[src/rtl/ln_stat_ctrl.sv]
// LayerNorm statistics sequencer: streams one N-element vector into the mean
// and Ex2 units, then collects E[x] / E[x^2] and hands them on with a done pulse.
module ln_stat_ctrl #(
  parameter int DATA_W  = 9,
  parameter int ADDR_W  = 8,
  parameter int STAT_W  = 8,
  parameter int TIMEOUT = 64
) (
  input  logic              i_clk,
  input  logic              i_rstn,
  input  logic              i_start,
  input  logic [ADDR_W-1:0] i_len,
  input  logic [ADDR_W-1:0] i_base_addr,
  input  logic [1:0]        i_alpha,
  input  logic [7:0]        i_inv_n,
  output logic              o_rd_en,
  output logic [ADDR_W-1:0] o_rd_addr,
  input  logic [DATA_W-1:0] i_rd_data,
  output logic              o_unit_valid,
  output logic [DATA_W-1:0] o_unit_x,
  output logic [1:0]        o_unit_alpha,
  output logic [7:0]        o_unit_inv_n,
  input  logic              i_ex_done,
  input  logic              i_ex2_done,
  input  logic [STAT_W-1:0] i_ex,
  input  logic [STAT_W-1:0] i_ex2,
  output logic              o_busy,
  output logic              o_done,
  output logic [STAT_W-1:0] o_mean,
  output logic [STAT_W-1:0] o_ex2,
  output logic              o_err
);

  localparam int TW = $clog2(TIMEOUT + 1);

  typedef enum logic [2:0] {S_IDLE, S_STREAM, S_DRAIN, S_WAIT, S_DONE} state_e;

  state_e              state_q, state_d;
  logic [ADDR_W-1:0]   len_q, addr_q, cnt_q;
  logic                drain_q;
  logic [TW-1:0]       wait_q;
  logic                ex_flag_q, ex2_flag_q;
  logic [STAT_W-1:0]   ex_res_q, ex2_res_q, mean_q, ex2_q;
  logic [1:0]          alpha_q;
  logic [7:0]          inv_n_q;
  logic [1:0]          vpipe_q;
  logic [DATA_W-1:0]   x_q;

  logic accept, last_rd, any_done, both_now, timeout_hit;

  assign accept      = i_start && (i_len != '0);
  assign last_rd     = (cnt_q == len_q - ADDR_W'(1));
  assign any_done    = i_ex_done || i_ex2_done;
  // A done arriving this cycle counts, so o_done follows the later done by one cycle.
  assign both_now    = (ex_flag_q || i_ex_done) && (ex2_flag_q || i_ex2_done);
  assign timeout_hit = (wait_q == TW'(TIMEOUT - 1));

  always_ff @(posedge i_clk) begin
    if (!i_rstn) state_q <= S_IDLE;
    else         state_q <= state_d;
  end

  always_comb begin
    state_d = state_q;
    case (state_q)
      S_IDLE:   if (accept) state_d = S_STREAM;
      S_STREAM: begin
        if (any_done)     state_d = S_IDLE;
        else if (last_rd) state_d = S_DRAIN;
      end
      S_DRAIN:  if (drain_q) state_d = S_WAIT;
      S_WAIT: begin
        if (both_now)         state_d = S_DONE;
        else if (timeout_hit) state_d = S_IDLE;
      end
      S_DONE:   state_d = S_IDLE;
      default:  state_d = S_IDLE;
    endcase
  end

  always_comb begin
    o_rd_en = 1'b0;
    o_busy  = 1'b1;
    o_done  = 1'b0;
    o_err   = 1'b0;
    case (state_q)
      S_IDLE: begin
        o_busy = 1'b0;
        o_err  = i_start && (i_len == '0);
      end
      S_STREAM: begin
        o_rd_en = 1'b1;
        o_err   = any_done;
      end
      S_WAIT:   o_err  = !both_now && timeout_hit;
      S_DONE:   o_done = 1'b1;
      default:  ;
    endcase
  end

  always_ff @(posedge i_clk) begin
    if (!i_rstn) begin
      len_q      <= '0;
      addr_q     <= '0;
      cnt_q      <= '0;
      drain_q    <= 1'b0;
      wait_q     <= '0;
      ex_flag_q  <= 1'b0;
      ex2_flag_q <= 1'b0;
      ex_res_q   <= '0;
      ex2_res_q  <= '0;
      mean_q     <= '0;
      ex2_q      <= '0;
      alpha_q    <= '0;
      inv_n_q    <= '0;
      vpipe_q    <= '0;
      x_q        <= '0;
    end else begin
      // An aborted job must not leak in-flight elements to the units.
      vpipe_q <= (state_q == S_STREAM && any_done) ? 2'b00 : {vpipe_q[0], o_rd_en};
      if (vpipe_q[0]) x_q <= i_rd_data;

      case (state_q)
        S_IDLE: begin
          if (accept) begin
            len_q      <= i_len;
            addr_q     <= i_base_addr;
            cnt_q      <= '0;
            drain_q    <= 1'b0;
            wait_q     <= '0;
            ex_flag_q  <= 1'b0;
            ex2_flag_q <= 1'b0;
            alpha_q    <= i_alpha;
            inv_n_q    <= i_inv_n;
          end
        end
        S_STREAM: begin
          addr_q <= addr_q + ADDR_W'(1);
          cnt_q  <= cnt_q + ADDR_W'(1);
        end
        S_DRAIN:  drain_q <= 1'b1;
        S_WAIT: begin
          wait_q <= wait_q + TW'(1);
          if (both_now) begin
            mean_q <= i_ex_done  ? i_ex  : ex_res_q;
            ex2_q  <= i_ex2_done ? i_ex2 : ex2_res_q;
          end
        end
        default: ;
      endcase

      if (state_q == S_DRAIN || state_q == S_WAIT) begin
        if (i_ex_done) begin
          ex_flag_q <= 1'b1;
          ex_res_q  <= i_ex;
        end
        if (i_ex2_done) begin
          ex2_flag_q <= 1'b1;
          ex2_res_q  <= i_ex2;
        end
      end
    end
  end

  assign o_rd_addr    = addr_q;
  assign o_unit_valid = vpipe_q[1];
  assign o_unit_x     = x_q;
  assign o_unit_alpha = alpha_q;
  assign o_unit_inv_n = inv_n_q;
  assign o_mean       = mean_q;
  assign o_ex2        = ex2_q;

endmodule

[config.mk]
export PLATFORM = sky130hd
export DESIGN_NAME = ln_stat_ctrl
export DESIGN_NICKNAME = d
export VERILOG_FILES = /design/src/rtl/ln_stat_ctrl.sv
export SDC_FILE = /design/constraint.sdc
export NUM_CORES = 1
export LEC_CHECK = 0
export CAP_MARGIN = 20
export CORE_MARGIN = 4
export CORE_UTILIZATION = 40
export DETAILED_ROUTE_END_ITERATION = 12
export HOLD_SLACK_MARGIN = 0.15
export PLACE_DENSITY_LB_ADDON = 0.15
export SLEW_MARGIN = 10
export SYNTH_ARGS = -nofsm -noshare
export SYNTH_HDL_FRONTEND = slang
export SYNTH_SLANG_ARGS = --single-unit
[constraint.sdc]
create_clock -name i_clk -period 3.21 [get_ports i_clk]
set_input_delay 0.642 -clock i_clk [delete_from_list [all_inputs] [get_ports i_clk]]
set_output_delay 0.642 -clock i_clk [all_outputs]
set_load 0.005 [all_outputs]
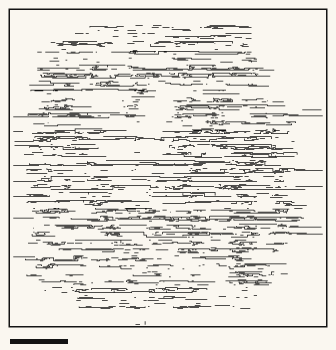
**Above:** M1 wires.
Bar = 20 um.
share of all routed wire = 46%
main direction = horizontal
wire length on this layer = 4730 um
nets with wire on the layer = 586

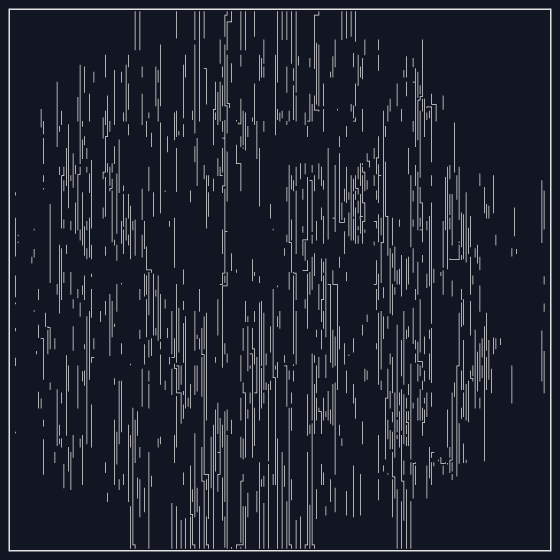
**Above:** signal wires on met2.
share of all routed wire = 45%
nets with wire on the layer = 537
longest straight run = 27.4 um
wire length on this layer = 4630 um

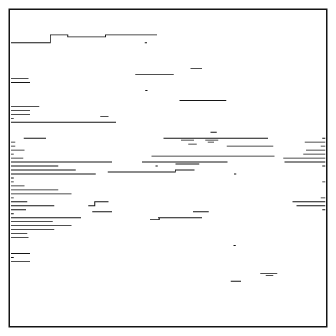
**Above:** met3 routing.
wire length on this layer = 741 um
longest straight run = 41.9 um
nets with wire on the layer = 66

## power by group
part           internal [mW]  leakage, nW  switching (mW)
clock network          0.359       0.0959           0.404
registers               1.14        0.730          0.0281
logic                  0.163         1.07           0.134
## layer usage
layer / up-vias / track usage [%] / wire length, um
li1: 1898 / - / -
met1: 1699 / 23.1 / 4730
met2: 103 / 29.9 / 4630
met3: 12 / 4.72 / 740
met4: 0 / 6.49 / 139
met5: - / 0 / 0
## layout make-up
cell class	count	area, um^2	area share, %
multi-input cells	356	2050	38.0
flip-flops and latches	90	1800	33.4
repair buffers	119	1160	21.6
well taps	133	166	3.09
clock buffers	9	124	2.30
clock inverters	6	65.1	1.21
inverters	5	20.0	0.372
==> flow_metrics.env <==
# yosys + openroad results
export IMPL_holdCritPathClass="register to register"
export IMPL_slowest_stage="clkdlybuf4s50_1"
export IMPL_crit_path_end_kind="primary output"
export IMPL_die_area_um2=11700
export IMPL_fp_row_count=36
export IMPL_gp_congestion=0.802
export IMPL_finClkSkew_ns=0.0130
export IMPL_min_from="ex_res_q[5]"
export IMPL_hold_ws_ns=0.458
export IMPL_synth_chip_area_um2=4010
export IMPL_post_dp_hpwl_um=7440
export IMPL_r2r_end="o_ex2[2]"
export IMPL_yosysCellCount=484
export IMPL_status="finished clean"
export IMPL_ff2ff_setup_slack_ns=1.17
export IMPL_clock_latency_ns=0.35
export IMPL_cp_depth=6
export IMPL_drt_wirelength_per_cell_um=14.3
export IMPL_relSlewSlack_pct=58.2
export IMPL_ys_flop_type="dfxtp_1"
export IMPL_die_x_um=108
export IMPL_drv_slew=0
export IMPL_ys_flops=90
export IMPL_syn_area_per_cell_um2=8.29
export IMPL_p_per_area_nw_per_um2=414
export IMPL_fin_crit_sh_pct=88.7
export IMPL_finalSetupViolCount=0
export IMPL_tightest_slew_ns=0.626
export IMPL_maxCapViolations=0
export IMPL_rsz0062_at_grt="no"
export IMPL_synth_cell_types=54
export IMPL_clk_pin_slew_ns=0.09
export IMPL_cpPeakStageDelay_ns=0.50
export IMPL_worstPathMaxFanout=4
export IMPL_rr_startpoint="state_q[1]"
export IMPL_worstHoldEndpoint="ex_res_q[5]"
export IMPL_grt_pass1_wl_um=17200
export IMPL_lay_top_count="clkdlybuf4s50_1"
export IMPL_n_fill_cell=940
export IMPL_common_cells="90 x dfxtp_1, 74 x nand2_1, 55 x nor2_1, 54 x a21oi_1, 27 x nand3_1"
export IMPL_antenna_found_initial=0
export IMPL_grt_overflow_total=0
export IMPL_simple_gate_area_share_pct=23.2
export IMPL_final_cell_area_um2=5390
export IMPL_cp_required_ns=2.57
export IMPL_largest_area_cell="dfxtp_1"
export IMPL_nets=641
export IMPL_cts_tree="yes"
export IMPL_timing_reg2reg_worst_path_depth=7
export IMPL_ys_sh_aoi_pct=17.6
export IMPL_fp_nets=544
export IMPL_fmax_ghz=0.351
export IMPL_critical_path_buf_inv_count=3
export IMPL_design_core_area_um2=9770
export IMPL_synth_cells=484
export IMPL_drc=0
export IMPL_drive_above_1_share_pct=7.52
export IMPL_io_pins=104
export IMPL_antenna_left=0
export IMPL_final_util_pct=55.1
export IMPL_ctsResizeCount=0
export IMPL_mux_share_pct=6.80
export IMPL_root_buffer="clkbuf_8"
export IMPL_htreeDepth=3
export IMPL_pre_cts_ws_ns=0.354
export IMPL_dr_pass1_iters=4
export IMPL_finalPower_mw=2.23
export IMPL_dp_cells=703
export IMPL_critical_path_startpoint="i_len[6]"
export IMPL_grt_pass1_vias=3699
export IMPL_initCoreUtil_pct=41.0
export IMPL_topCellsByArea="dfxtp_1 45%, nand2_1 6.9%, a21oi_1 6.7%"
export IMPL_finalNonFillerCells=718
export IMPL_crit_end="o_err"
export IMPL_yosys_stat_seqShare_pct=44.9
export IMPL_startpoint_type="primary input"
export IMPL_cpLargestDelayFamily="buffers and inverters"
export IMPL_fin_setup_tns_ns=0
export IMPL_cts_setup_buffers=0
export IMPL_cts_sinks=90
export IMPL_worstHoldPathCells=2
export IMPL_drt_iter0_drc=125
export IMPL_largest_reg_flops=9
Power and IR drop assume default switching activity.
